**src/rtl/mem_arb_pkg.sv**
```systemverilog
// Shared types and helpers for the memory port arbiter.
package mem_arb_pkg;

    typedef enum logic [1:0] {
        ST_IDLE  = 2'd0,
        ST_ISSUE = 2'd1,
        ST_WAIT  = 2'd2
    } state_t;

    typedef enum logic {
        OWN_IF = 1'b0,
        OWN_D  = 1'b1
    } owner_t;

    // Width of the latency down-counter; holds values 0..mem_lat.
    function automatic int lat_w(input int mem_lat);
        return (mem_lat < 1) ? 1 : $clog2(mem_lat + 1);
    endfunction

endpackage

```
**src/rtl/mem_arb_lat_ctr.sv**
```systemverilog
// Loadable down-counter with a done flag; stops at zero and never wraps.
module mem_arb_lat_ctr #(
    parameter int W = 1
) (
    input  logic         clk,
    input  logic         reset,
    input  logic         load,
    input  logic [W-1:0] load_val,
    input  logic         dec,
    output logic         done
);

    logic [W-1:0] cnt;

    // Load takes priority; decrement only while non-zero.
    always_ff @(posedge clk) begin
        if (reset) begin
            cnt <= '0;
        end else if (load) begin
            cnt <= load_val;
        end else if (dec && (cnt != '0)) begin
            cnt <= cnt - W'(1);
        end
    end

    assign done = (cnt == '0);

endmodule

```
**src/rtl/mem_port_arbiter.sv**
```systemverilog
// Arbitrates one fixed-latency single-ported memory between instruction
// fetch and data requesters. Data has priority; optional IF starvation
// guard is enabled with the MEMARB_STARVE_GUARD_EN macro.
module mem_port_arbiter
    import mem_arb_pkg::*;
#(
    parameter int ADDR_W       = 32,
    parameter int DATA_W       = 32,
    parameter int MEM_LAT      = 1,
    parameter int STARVE_LIMIT = 4
) (
    input  logic              clk,
    input  logic              reset,
    input  logic              if_req,
    input  logic [ADDR_W-1:0] if_addr,
    output logic [DATA_W-1:0] if_rdata,
    output logic              if_valid,
    input  logic              d_req,
    input  logic              d_we,
    input  logic [ADDR_W-1:0] d_addr,
    input  logic [DATA_W-1:0] d_wdata,
    output logic [DATA_W-1:0] d_rdata,
    output logic              d_valid,
    output logic              mem_en,
    output logic              mem_we,
    output logic [ADDR_W-1:0] mem_addr,
    output logic [DATA_W-1:0] mem_wdata,
    input  logic [DATA_W-1:0] mem_rdata,
    output logic              stall_if,
    output logic              stall_mem
);

    localparam int            CW       = lat_w(MEM_LAT);
    localparam logic [CW-1:0] LAT_INIT = CW'(MEM_LAT - 1);

    state_t            state, state_nx;
    owner_t            owner_q;
    logic              store_done_q;
    logic              cnt_done;
    logic              wait_done;
    logic              if_pend, d_pend;
    logic              grant_if, grant_d;
    logic              force_if;
    logic [DATA_W-1:0] if_rdata_q, d_rdata_q;

    // A requester whose valid is pulsing this cycle still holds req; it must
    // not be granted again, so grants look at the stall terms, not raw req.
    assign if_pend   = if_req & ~if_valid;
    assign d_pend    = d_req & ~d_valid;
    assign stall_if  = if_pend;
    assign stall_mem = d_pend;

    assign wait_done = (state == ST_WAIT) && cnt_done;
    assign if_valid  = wait_done && (owner_q == OWN_IF);
    assign d_valid   = (wait_done && (owner_q == OWN_D)) || store_done_q;

    // Read data is valid on mem_rdata in the completion cycle, so it is
    // forwarded then and held in the owner register afterwards.
    assign if_rdata = if_valid ? mem_rdata : if_rdata_q;
    assign d_rdata  = (wait_done && (owner_q == OWN_D)) ? mem_rdata : d_rdata_q;

`ifdef MEMARB_STARVE_GUARD_EN
    localparam int SW = (STARVE_LIMIT < 1) ? 1 : $clog2(STARVE_LIMIT + 1);
    logic [SW-1:0] starve_q;

    assign force_if = (starve_q == SW'(STARVE_LIMIT));

    // Count IF-denied decisions; clear on any IF grant, saturate at limit.
    always_ff @(posedge clk) begin
        if (reset || grant_if) begin
            starve_q <= '0;
        end else if (grant_d && if_pend && !force_if) begin
            starve_q <= starve_q + SW'(1);
        end
    end
`else
    assign force_if = 1'b0;
`endif

    mem_arb_lat_ctr #(.W(CW)) u_lat_ctr (
        .clk      (clk),
        .reset    (reset),
        .load     ((state == ST_ISSUE) && !mem_we),
        .load_val (LAT_INIT),
        .dec      (state == ST_WAIT),
        .done     (cnt_done)
    );

    // State register.
    always_ff @(posedge clk) begin
        if (reset) begin
            state <= ST_IDLE;
        end else begin
            state <= state_nx;
        end
    end

    // Grant decision and next-state logic.
    always_comb begin
        state_nx = state;
        grant_if = 1'b0;
        grant_d  = 1'b0;
        case (state)
            ST_IDLE: begin
                if (d_pend && !(force_if && if_pend)) begin
                    grant_d  = 1'b1;
                    state_nx = ST_ISSUE;
                end else if (if_pend) begin
                    grant_if = 1'b1;
                    state_nx = ST_ISSUE;
                end
            end
            ST_ISSUE: state_nx = mem_we ? ST_IDLE : ST_WAIT;
            ST_WAIT:  if (cnt_done) state_nx = ST_IDLE;
            default:  state_nx = ST_IDLE;
        endcase
    end

    // Memory request registers, owner tracking and read data capture.
    always_ff @(posedge clk) begin
        if (reset) begin
            mem_en       <= 1'b0;
            mem_we       <= 1'b0;
            mem_addr     <= '0;
            mem_wdata    <= '0;
            owner_q      <= OWN_IF;
            store_done_q <= 1'b0;
            if_rdata_q   <= '0;
            d_rdata_q    <= '0;
        end else begin
            mem_en       <= grant_if | grant_d;
            store_done_q <= (state == ST_ISSUE) && mem_we;
            if (grant_d) begin
                owner_q   <= OWN_D;
                mem_we    <= d_we;
                mem_addr  <= d_addr;
                mem_wdata <= d_wdata;
            end else if (grant_if) begin
                owner_q  <= OWN_IF;
                mem_we   <= 1'b0;
                mem_addr <= if_addr;
            end
            if (if_valid) begin
                if_rdata_q <= mem_rdata;
            end
            if (wait_done && (owner_q == OWN_D)) begin
                d_rdata_q <= mem_rdata;
            end
        end
    end

endmodule
```
**config.mk**
```make
export PLATFORM = sky130hd
export DESIGN_NAME = mem_port_arbiter
export DESIGN_NICKNAME = d
export VERILOG_FILES = /design/src/rtl/mem_arb_pkg.sv /design/src/rtl/mem_arb_lat_ctr.sv /design/src/rtl/mem_port_arbiter.sv
export SDC_FILE = /design/constraint.sdc
export NUM_CORES = 1
export LEC_CHECK = 0
export CORE_UTILIZATION = 43
export DETAILED_ROUTE_END_ITERATION = 6
export PLACE_DENSITY_LB_ADDON = 0.1
export RECOVER_POWER = 25
export SYNTH_ARGS = -nofsm -noshare
export SYNTH_HDL_FRONTEND = slang
export SYNTH_HIERARCHICAL = 1
export SYNTH_SLANG_ARGS = --single-unit
```
**constraint.sdc**
```tcl
create_clock -name clk -period 4.4 [get_ports clk]
set_input_delay 0.44 -clock clk [delete_from_list [all_inputs] [get_ports clk]]
set_output_delay 0.44 -clock clk [all_outputs]
set_load 0.05 [all_outputs]
```
Figure 1. Floorplan with the power grid (run 1).
Pins as bars on the die edge. Tap cells in gray.
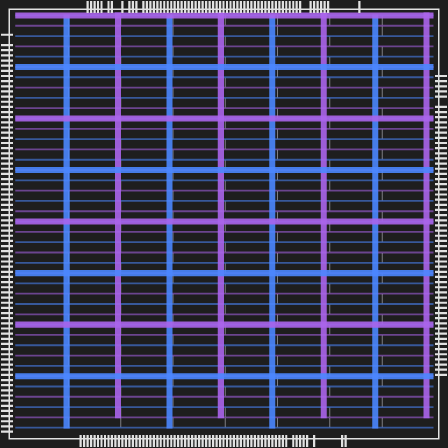
purple -> VDD
blue -> VSS
signal pins = 267
met1 rails = 41
met5 straps = 8
Die Width: 113 um
die height: 113 um
VDD IR-drop max: 0.246 mV
Core ar.: 0.0120 mm^2

Figure 2. Placed cells, one color a class (run 1).
The bar under the picture is 20 um long.
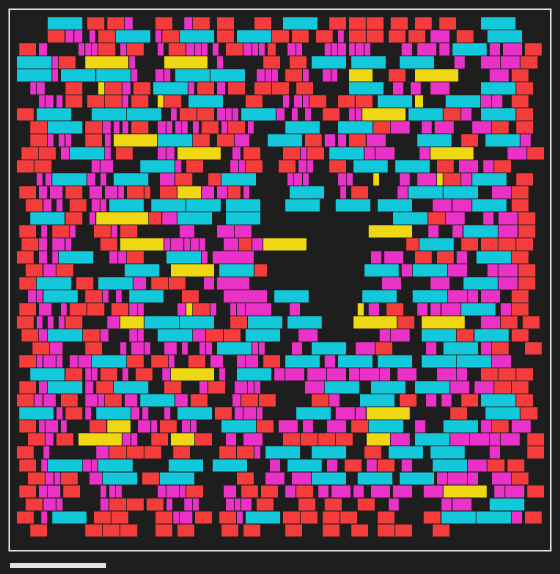
magenta -> all other logic  # cells 378
cyan -> flip-flops  # cells 135
red -> other buffers and delay cells  # cells 273
yellow -> clock drivers and dummy loads  # cells 31
Rows: 40
Final Cell Area: 0.00854 mm^2
final core utilization: 71.1%
Seq/total area: 31.6%

==> job_summary.md, run 1 <==
### Metrics collected by this job

| Metric | Value |
|---|---|
| Run status | `complete, but fails checks` |
| Failing checks | `capacitance limit, slew limit` |
| Area growth, synth to finish | `61.4%` |
| Largest net degree at the start of global routing | `107` |
| YS warnings | `6` |
| Post-route total power | `3.51 mW` |
| DRT Wirelength | `15.5 mm` |
| CLK BUF | `29` |
| Async set-reset flop share out of synthesis | `0%` |
| Hold Fails Final Rpt | `0` |
| Vias per cell | `5.03` |
| Basic Gates by Area | `19.3%` |
| DR WL/cell | `16.1 um` |
| Critical path type | `reg -> out` |
| Area share, top type | `51.1%` |
| Slew at the pin closest to its max-slew limit | `2.19 ns` |
| # Taps | `147` |
| Highest clock rate | `277 MHz` |
| Sequential share of power | `38.1%` |
| Worst setup EP type | `output port` |
| Dominant logic cell types in the final layout | `clkdlybuf4s50_1, dfxtp_1, nand2_1` |
| Crit-path cells | `nand4b_2 -> buf_4 -> mux2_1 -> clkdlybuf4s50_1` |
| Number of DRC markers in iteration 0 | `207` |
| Final hold slack | `0.451 ns` |
| Adder share | `0%` |
| Area-dominant class | `buffers` |
| Root buffer cell | `clkbuf_16` |
| Total number of vias | `4,851` |
| Finish-stage setup viols | `0` |
| Post-CTS setup buffers | `0` |
| Log Warnings | `28` |
| Post-synthesis cell count | `558` |
| R2r startpoint | `state[0]` |
| Share of layout cells above drive strength 1 | `10.3%` |
| Worst r2r path cells | `4` |
| I/O Buffers | `266` |
| Num ports | `267` |
| Post-synth EDFFs | `0` |
| # Cells Yosys | `558` |
| Mapped Nets | `691` |
| Max-cap violations | `1` |
| RSZ-0062 raised after global routing | `no` |
| CTS H-tree lvls | `4` |
| Min Tclk post-route | `3.61 ns` |
| Pre-CTS setup slack | `1.17 ns` |
| Clk sink count | `135` |
| Syn_area_per_cell | `9.49 um^2` |
| Top logic family | `simple AND/OR/NAND/NOR gates` |
| Pwr dens | `410 mW/mm^2` |
| Non-Filler Instances | `964` |
| Yosys cell types | `27` |
| Hold path startpoint | `mem_wdata[17]` |
| #FFs+latches synth | `135` |
| Register area | `0.00270 mm^2` |
| Part of the power in combinational logic | `23.6%` |
| DP Wirelength | `10.9 mm` |
| Global-route wire length before repair | `24.3 mm` |
| CTS resizes | `0` |
| Antenna cell count | `0` |
| AO/OA Area Share | `11.5%` |
| Reg clk slew, reported paths | `0.05 ns` |
| Cell family with most CP delay | `buffers and inverters` |
| Flip-flops | `135` |
| Hold WC Path Type | `reg -> reg` |
| Chip Area, Yosys | `0.00529 mm^2` |
| Combinational Gates | `376` |
| Nonclk buf count | `273` |
| Most frequent logic cell in the layout | `clkdlybuf4s50_1` |
| Final Max Slew Viols | `107` |
Figure 3. Clock distribution (run 1).
The bar under the picture is 20 um long.
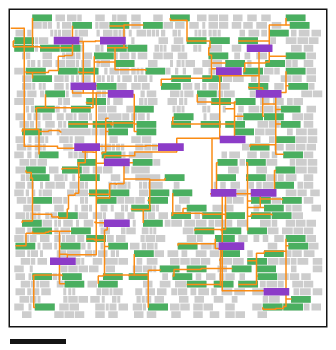
green -> flip-flops  # count 135
orange -> clock wires  # length 1,560 um
purple -> cells driving clock nets  # count 17
routed clock nets = 18
flops lie = all over the die
Insertion Delay late pin: 0.41 ns
skew final: 0.00523 ns
clk pwr: 1.34 mW
clock network power share: 38.3%

[run 1: state kept, by name, summed over array words and instances, names as in the netlist]
signal	flops
state	2
owner_q	1
store_done_q	1
d_rdata_q	32
if_rdata_q	32
mem_wdata	32
u_lat_ctr/cnt	1
mem_we	1
mem_en	1
mem_addr	32
[run 1: cells in the mapped netlist, types with 2 or more instances]
library cell  number
nor2_1            34
clkbuf_1          25
mux2_2            45
buf_6              4
buf_4              4
nor4bb_1           2
nand2_1           97
a21oi_2            2
nor2b_1           66
mux2_1            19
a211oi_1          32
buf_2             12
dfxtp_1          135
inv_1              2
a21oi_1           67
[run 1: metal layers]
metal | wire (um) | track usage (%)
met5 | 0 | 0
met4 | 504 | 12.0
met3 | 1370 | 10.1
met2 | 7770 | 42.6
met1 | 5860 | 26.3
Figure 4. Gate families picked out (run 1).
The bar under the picture is 20 um long.
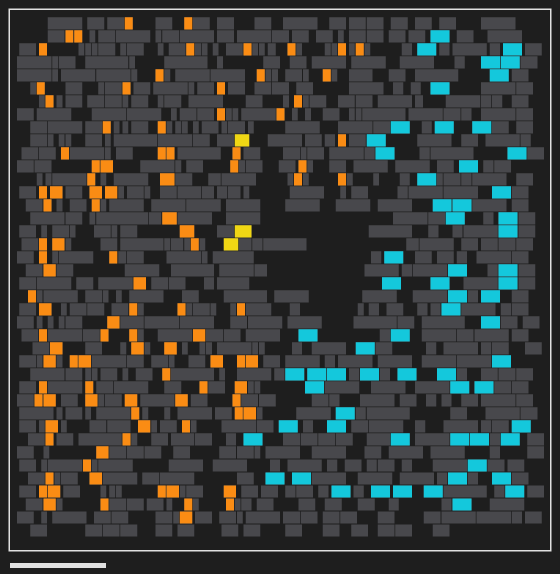

==> run 1 -> run 2 <==
--- a/config.mk
+++ b/config.mk
@@ -5,7 +5,7 @@
 export SDC_FILE = /design/constraint.sdc
 export NUM_CORES = 1
 export LEC_CHECK = 0
-export CORE_UTILIZATION = 43
+export CORE_UTILIZATION = 36
 export DETAILED_ROUTE_END_ITERATION = 6
 export PLACE_DENSITY_LB_ADDON = 0.1
 export RECOVER_POWER = 25
==> constraint.sdc (replaced) <==
create_clock -name clk -period 3.07 [get_ports clk]
set_input_delay 0.307 -clock clk [delete_from_list [all_inputs] [get_ports clk]]
set_output_delay 0.307 -clock clk [all_outputs]
set_load 0.05 [all_outputs]
Figure 5. Gate families picked out (run 2).
The bar under the picture is 20 um long.
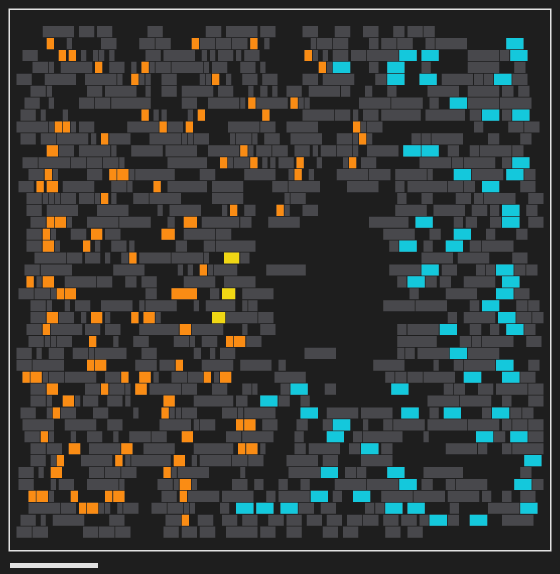
yellow -> AND and OR gates  # cells 3
orange -> inverting AOI/OAI gates  # cells 102
cyan -> multiplexers  # cells 64
logic share of the area: 28.2%
Non-Filler Instances: 996
most frequent logic cell in the layout: clkdlybuf4s50_1

Figure 6. Clock distribution (run 2).
The bar under the picture is 20 um long.
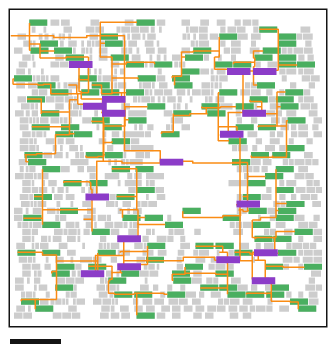
orange -> clock wires  # length 1,690 um
purple -> cells driving clock nets  # count 17
green -> flip-flops  # count 135
routed clock nets = 18
flops lie = all over the die
skew final: 0.00796 ns
clk pwr: 1.79 mW
clock network power share: 36.6%

==> run 2 against run 1 <==
Against the previous run: the flow finishes with violations (capacitance limit); largest power group is now sequential cells; non-clock buffer count stayed put; register-to-register slack got worse by 1.0 ns; critical endpoint is now if_rdata[0]; utilization down 11 points; global-route usage decreased by 4.5 points; critical path depth did not move; clock skew grew 0.0027 ns; setup slack worse by 0.68 ns; first-iteration DRC count unchanged.
==> job_summary.md, run 2 <==
### Metrics collected by this job

| Metric | Value |
|---|---|
| Net Switching | `1.47 mW` |
| Final Max Slew Viols | `0 (-100%)` |
| Reg clk slew, reported paths | `0.05 ns (about the same)` |
| Worst setup EP type | `output port` |
| Post-Synth XOR/XNOR Area | `0%` |
| Met1 wire length | `6.11 mm (+4.3%)` |
| Post-placement cell area | `0.00797 mm^2` |
| Final hold slack | `0.448 ns (-0.00350 ns)` |
| Finish-stage setup viols | `0 (unchanged)` |
| Async set-reset flop share out of synthesis | `0% (unchanged)` |
| Relative slew slack | `0.508%` |
| CTS tree | `done` |
| Hold Fails Final Rpt | `0 (unchanged)` |
| Pwr dens | `578 mW/mm^2 (+41%)` |
| Sw Share | `30.0%` |
| Cell area leaders | `dfxtp_1, mux2_2, nor2b_1, nand2_1, a21oi_1` |
| Worst setup startpoint | `state[1]` |
| CTS resizes | `0 (unchanged)` |
| Slew at the pin closest to its max-slew limit | `1.49 ns (-0.698 ns)` |
| Final Cell Area | `0.00847 mm^2 (-0.86%)` |
| ANT nets after route | `0` |
| RSZ-0062 raised after global routing | `no` |
| Mapped Nets | `691 (unchanged)` |
| Antenna cell count | `0 (unchanged)` |
| Post-synthesis cell count | `558 (unchanged)` |
| Total number of vias | `4,767 (-1.7%)` |
| Cell family with most CP delay | `buffers and inverters` |
| Comb group | `1.19 mW` |
| PnR worst setup slack | `0.113 ns` |
| Post-CTS setup buffers | `0 (unchanged)` |
| Worst r2r path cells | `4 (unchanged)` |
| Root buffer cell | `clkbuf_16` |
| Yosys cell types | `27 (unchanged)` |
| Insertion Delay late pin | `0.41 ns (about the same)` |
| Adder share | `0% (unchanged)` |
| Multi-input gate area | `0.00238 mm^2` |
| Register share after synthesis | `51.1%` |
| Crit-path cells | `nor4bb_4 -> buf_12 -> mux2_2 -> clkdlybuf4s50_1` |
| Hold path startpoint | `d_wdata[23]` |
| Area share, top type | `51.1% (unchanged)` |
| Num ports | `267 (unchanged)` |
| Gr usage total | `20.2%` |
| Floorplan utilization | `37.6%` |
| Syn_area_per_cell | `9.49 um^2 (unchanged)` |
| Critical path type | `reg -> out` |
| P_seq | `1.91 mW` |
| Worst Hold Endpoint | `mem_wdata[23]` |
| Pre-CTS setup slack | `0.545 ns (-0.627 ns)` |
| Max-cap violations | `1 (unchanged)` |
| Post-Syn Area | `0.00529 mm^2` |
| DRT Wirelength | `15.5 mm (-0.21%)` |
| Clk sink count | `135 (unchanged)` |
| # Cells Yosys | `558 (unchanged)` |
| Grt ovf | `0` |
| Register area | `0.00270 mm^2 (unchanged)` |
| Post-synth EDFFs | `0 (unchanged)` |
| Worst Path Arrival | `2.65 ns` |
| Area growth, synth to finish | `60.0%` |
| Int Pwr | `3.43 mW` |
| Dominant logic cell types in the final layout | `clkdlybuf4s50_1, dfxtp_1, nand2_1` |
| YS warnings | `6 (unchanged)` |
| Commonest cells in the synthesized netlist | `dfxtp_1, nand2_1, a21oi_1` |
| Setup crit start kind | `register` |
| Chip area | `0.0152 mm^2` |
| Critical R2R Capture | `d_rdata_q[5]` |
| Global-route wire length before repair | `23.2 mm (-4.5%)` |
| Placed cells | `966` |
| DRC violations left | `0` |
| Critical path's slowest cell | `clkdlybuf4s50_1` |
| Part of the power in combinational logic | `24.3% (+0.7 points)` |
| DR WL/cell | `15.5 um (-3.4%)` |
| Final Net Count | `938` |
| Period utilization | `96.3%` |
| Chip Area, Yosys | `0.00529 mm^2 (unchanged)` |
| Share of layout cells above drive strength 1 | `16.3% (+6.0 points)` |
| Log Warnings | `26 (-7.1%)` |
| Crit-path max cell delay | `0.70 ns` |
| Crit path buf inv count | `2` |
| I/O Buffers | `266 (unchanged)` |
| Synth area leader | `dfxtp_1` |
| Met2 WL | `7.62 mm (-2.0%)` |
| WP depth | `4` |
| Sequential share of power | `39.1% (+1.0 points)` |
| First drt pass iteration count | `4` |
| Maximum clock path buffer count | `2` |
| Rows | `43 (+7.5%)` |
| Worst EP required | `2.76 ns` |
| Failing checks | `capacitance limit` |
| Hold WC Path Type | `in -> reg` |
| Post-route total power | `4.89 mW (+40%)` |
| Gpl congestion | `0.770` |
| Post-cts hold-fix buffer tally | `0` |
| R2r startpoint | `state[1]` |
| Synth Flop Type | `dfxtp_1` |
| Fill cells | `1,236` |
| Hold Path Depth | `3` |
| Final core utilization | `60.1% (-11 points)` |
| R2r setup slk | `0.90 ns` |
| Number of DRC markers in iteration 0 | `207 (unchanged)` |
| Top logic family | `simple AND/OR/NAND/NOR gates` |
| Vias in the first global route | `4,640` |
| Run status | `complete, but fails checks` |
| VDD IR-drop max | `0.335 mV (+36%)` |
| AO/OA Area Share | `11.5% (unchanged)` |
| MUX share of area | `13.6%` |
| CTS H-tree lvls | `4 (unchanged)` |
| Most frequent cell after synthesis | `dfxtp_1` |
| Min Tclk post-route | `2.96 ns` |
| Setup TNS | `0 ns` |
| Basic Gates by Area | `19.3% (unchanged)` |
| CP max FO | `34` |
| Initial antenna violation count | `0` |
| DP Wirelength | `10.9 mm (about the same)` |
| Vias per cell | `4.79 (-4.9%)` |
| Top sig layer | `met4` |
| Pleak | `3.49 nW` |
| Largest power group | `sequential cells` |
| Cts bufs inserted | `17` |
| Largest net degree at the start of global routing | `71 (-34%)` |
| Met3 wire len | `1.40 mm (+2.0%)` |
| CP endpoint | `if_rdata[0]` |
| Highest clock rate | `338 MHz` |
| #FFs+latches synth | `135 (unchanged)` |
Figure 7. Floorplan with the power grid (run 2).
Pins as bars on the die edge. Tap cells in gray.
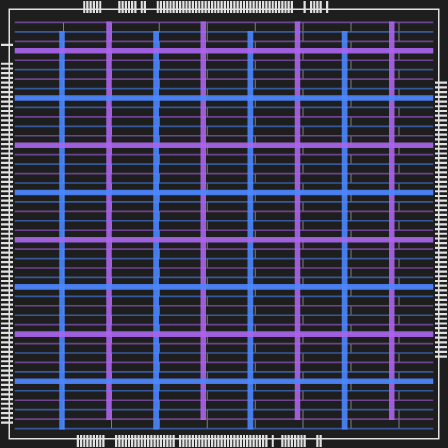
blue -> VSS
purple -> VDD
tap cells = 180
met1 rails = 44
Die Width: 123 um
Core ar.: 0.0141 mm^2

run 2: netlist changes by cell type in the layout (fill, tap and decap cells not counted), moves of 3 or more:
cell             change
mux2_1               +5
buf_12               +4
buf_4               +47
clkdlybuf4s50_1     -33
dlygate4sd3_1       -18
mux2_2               -5
clkinv_2             +3
run 2: per-layer routing:
| layer | track usage [%] | up-vias |
|---|---|---|
| met2 | 35.0 | 169 |
| met3 | 8.12 | 22 |
| li1 | - | 2361 |
| met5 | 0 | - |
| met4 | 8.51 | 0 |
| met1 | 21.5 | 2215 |
run 2: area by class of cell:
class	instances	share of cell area, %
clock buffer	26	5.89
clock inverter	4	0.236
inverter	2	0.0886
multi-input combinational	376	28.2
sequential	135	31.9
tap	180	2.66
timing repair buffer	273	31.1
Figure 8. Placed cells, one color a class (run 2).
The bar under the picture is 20 um long.
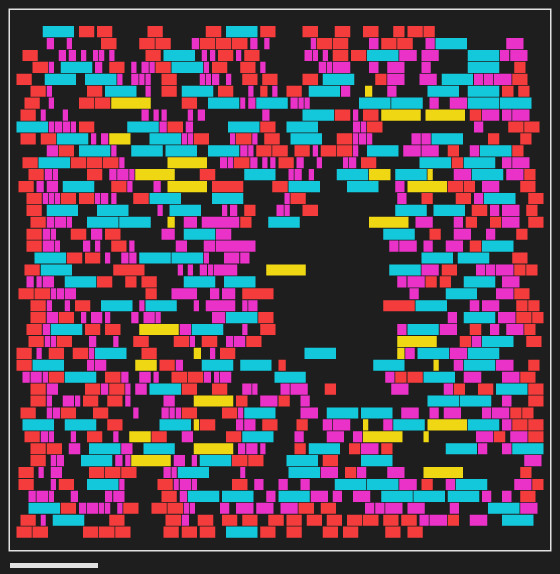

==> run 2 -> run 3 <==
--- a/config.mk
+++ b/config.mk
@@ -5,7 +5,8 @@
 export SDC_FILE = /design/constraint.sdc
 export NUM_CORES = 1
 export LEC_CHECK = 0
-export CORE_UTILIZATION = 36
+export ABC_AREA = 1
+export CORE_UTILIZATION = 38
 export DETAILED_ROUTE_END_ITERATION = 6
 export PLACE_DENSITY_LB_ADDON = 0.1
 export RECOVER_POWER = 25
Figure 9. Placed cells, one color a class (run 3).
The bar under the picture is 50 um long.
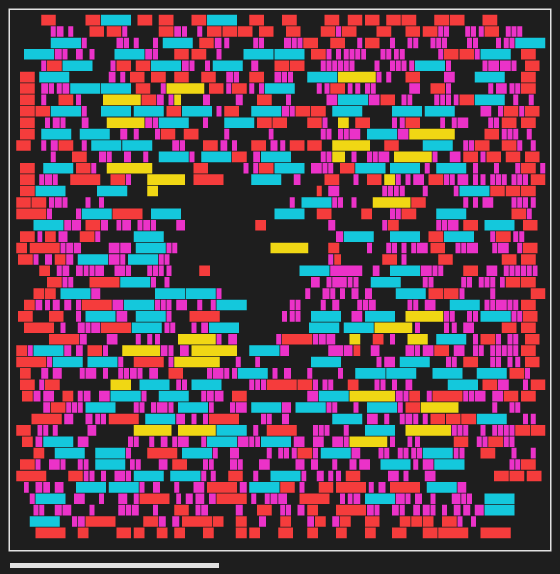
yellow -> clock drivers and dummy loads  # cells 31
magenta -> all other logic  # cells 712
cyan -> flip-flops  # cells 135
red -> other buffers and delay cells  # cells 276
final core utilization: 61.9%
Core ar.: 0.0158 mm^2
Rows: 46
Seq/total area: 27.6%

Figure 10. Floorplan with the power grid (run 3).
Pins as bars on the die edge. Tap cells in gray.
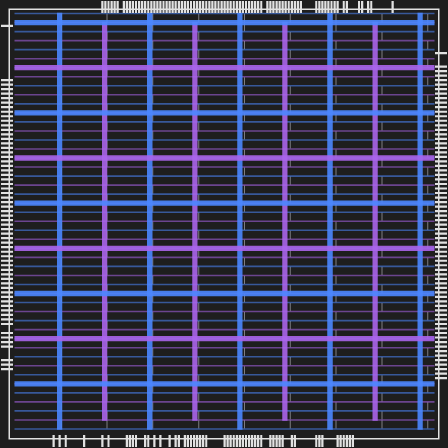
purple -> VDD
blue -> VSS
met5 straps = 9
met4 straps = 9
Die Width: 129 um
die height: 129 um

Figure 11. Clock wiring as the flow saved it (run 3).
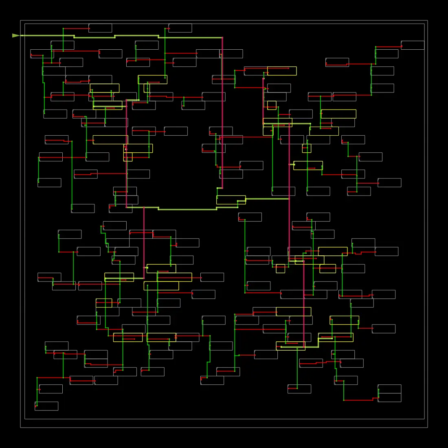
skew final: 0.00645 ns
clk sink count: 135
clk pwr: 2.32 mW
CLK BUF: 19

==> run 3 against run 2 <==
Against the previous run: the run ends with capacitance limit, slew limit left; sequential power increased by 2%; combinational power rose by 61%; first-iteration DRC count rose by 46%; maximum frequency increased by 8.6%; clock power rose by about 30%; critical path depth is 1 higher; die area grew 9.4%; register-to-register slack worse by 0.55 ns; largest power group is now the clock network; highest routed layer unchanged.
==> job_summary.md, run 3 <==
### Metrics collected by this job

| Metric | Value |
|---|---|
| Setup crit start kind | `register` |
| R2r startpoint | `state[1]` |
| Crit path buf inv count | `1 (-1)` |
| Share of layout cells above drive strength 1 | `12.6% (-3.7 points)` |
| Gr usage total | `20.7% (+0.51 points)` |
| Post-route total power | `6.18 mW (+26%)` |
| Met1 wire length | `7.85 mm (+28%)` |
| Post-placement cell area | `0.00916 mm^2 (+15%)` |
| Async set-reset flop share out of synthesis | `0% (unchanged)` |
| Synth area leader | `dfxtp_1` |
| Top logic family | `simple AND/OR/NAND/NOR gates` |
| Mapped Nets | `1,032 (+49%)` |
| DRT Wirelength | `17.6 mm (+14%)` |
| Post-synthesis cell count | `899 (+61%)` |
| Slew at the pin closest to its max-slew limit | `1.50 ns (+0.00923 ns)` |
| Antenna cell count | `0 (unchanged)` |
| CTS tree | `done` |
| CTS resizes | `0 (unchanged)` |
| WP depth | `5 (+1)` |
| Most frequent logic cell in the layout | `clkdlybuf4s50_1` |
| Initial antenna violation count | `0 (unchanged)` |
| Worst setup EP type | `register` |
| CP max FO | `33 (-2.9%)` |
| Highest clock rate | `367 MHz (+8.6%)` |
| Final Cell Area | `0.00980 mm^2 (+16%)` |
| Critical path type | `reg -> reg` |
| Gpl congestion | `0.799 (+3.8%)` |
| Post-synth EDFFs | `0 (unchanged)` |
| Basic Gates by Area | `29.0% (+9.7 points)` |
| Post-cts hold-fix buffer tally | `0 (unchanged)` |
| Pre-CTS setup slack | `0.589 ns (+0.0433 ns)` |
| Pleak | `4.80 nW (+37%)` |
| Grt ovf | `0 (unchanged)` |
| Adder share | `0% (unchanged)` |
| Period utilization | `88.7% (-7.7 points)` |
| DR WL/cell | `12.9 um (-17%)` |
| # Cells Yosys | `899 (+61%)` |
| Hold WC Path Type | `in -> reg` |
| Relative slew slack | `-0.108% (-0.62 points)` |
| Register share after synthesis | `44.2% (-6.9 points)` |
| Final Max Slew Viols | `33 (+33)` |
| Setup TNS | `0 ns (unchanged)` |
| Chip area | `0.0166 mm^2 (+9.4%)` |
| Critical path's slowest cell | `clkbuf_1` |
| Reg clk slew, reported paths | `0.06 ns (about the same)` |
| Min Tclk post-route | `2.72 ns (-0.235 ns)` |
| Synth Flop Type | `dfxtp_1` |
| Failing checks | `capacitance limit, slew limit` |
| Critical R2R Capture | `mem_wdata[10]` |
| GR Util met3 | `6.94% (-1.2 points)` |
| Post-Synth XOR/XNOR Area | `0% (unchanged)` |
| Met1 usage | `25.7% (+4.1 points)` |
| PnR worst setup slack | `0.348 ns (+0.235 ns)` |
| Syn_area_per_cell | `6.81 um^2 (-28%)` |
| Crit-path max cell delay | `1.13 ns (+0.43 ns)` |
| CTS H-tree lvls | `4 (unchanged)` |
| VDD IR-drop max | `0.387 mV (+15%)` |
| Num ports | `267 (unchanged)` |
| AO/OA Area Share | `12.3% (+0.80 points)` |
| Run status | `complete, but fails checks` |
| MUX share of area | `0% (-14 points)` |
| Hold Fails Final Rpt | `0 (unchanged)` |
| Cell area leaders | `dfxtp_1, nand2_1, inv_1, nor2_1, a21oi_1` |
| Worst EP required | `3.41 ns (+0.65 ns)` |
| Insertion Delay late pin | `0.41 ns (about the same)` |
| Finish-stage setup viols | `0 (unchanged)` |
| Cell family with most CP delay | `buffers and inverters` |
| R2r setup slk | `0.35 ns (-0.55 ns)` |
| Area share, top type | `44.2% (-6.9 points)` |
| #FFs+latches synth | `135 (unchanged)` |
| Worst Hold Endpoint | `if_rdata_q[1]` |
| Maximum clock path buffer count | `2 (unchanged)` |
| Area growth, synth to finish | `60.2%` |
| DP Wirelength | `12.0 mm (+9.4%)` |
| Total number of vias | `6,082 (+28%)` |
| YS warnings | `6 (unchanged)` |
| DRC violations left | `0 (unchanged)` |
| ANT nets after route | `0 (unchanged)` |
| Max-cap violations | `1 (unchanged)` |
| CP endpoint | `mem_wdata[10]` |
| Top sig layer | `met4` |
| Pwr dens | `631 mW/mm^2 (+9.1%)` |
| Met3 wire len | `1.39 mm (-0.21%)` |
| Vias in the first global route | `5,383 (+16%)` |
| Non-Filler Instances | `1,370 (+38%)` |
| Final hold slack | `0.300 ns (-0.148 ns)` |
| Vias per cell | `4.44 (-7.2%)` |
| Post-Syn Area | `0.00612 mm^2 (+16%)` |
| Yosys cell types | `25 (-7.4%)` |
| Worst Path Arrival | `3.06 ns (+0.41 ns)` |
| GRT Max-Usage Layer | `met2` |
| Log Warnings | `26 (unchanged)` |
| Met2 WL | `8.22 mm (+7.9%)` |
| Commonest cells in the synthesized netlist | `nand2_1, inv_1, dfxtp_1` |
| Cts bufs inserted | `17 (unchanged)` |
| Hold Path Depth | `2 (-1)` |
| I/O Buffers | `266 (unchanged)` |
| First drt pass iteration count | `6 (+2)` |
| Root buffer cell | `clkbuf_16` |
| Number of DRC markers in iteration 0 | `302 (+46%)` |
## run 3: netlist changes by cell type in the layout (fill, tap and decap cells not counted), moves of 30 or more
cell | before | now
or2_2 | 0 | 32
nand2_1 | 97 | 196
mux2_2 | 40 | 0
buf_12 | 4 | 34
nand3b_1 | 1 | 32
inv_1 | 2 | 171
o21ai_0 | 0 | 30
nor2b_1 | 66 | 0
nor2_1 | 34 | 133
## run 3: final cells by class
type | count | area [um^2]
timing repair buffer | 276 | 2990
multi-input combinational | 538 | 2510
fill | 1435 | 6020
clock buffer | 19 | 453
sequential | 135 | 2700
tap | 216 | 270
inverter | 174 | 656
clock inverter | 12 | 224
## run 3: power by group
group          internal [mW]  leakage (nW)  switching, mW
Combinational          0.750          3.38           1.16
Clock                   1.56         0.317          0.763
Sequential              1.90          1.10         0.0545
Total                   4.21          4.80           1.98
Power is estimated from default activity; no workload was simulated.
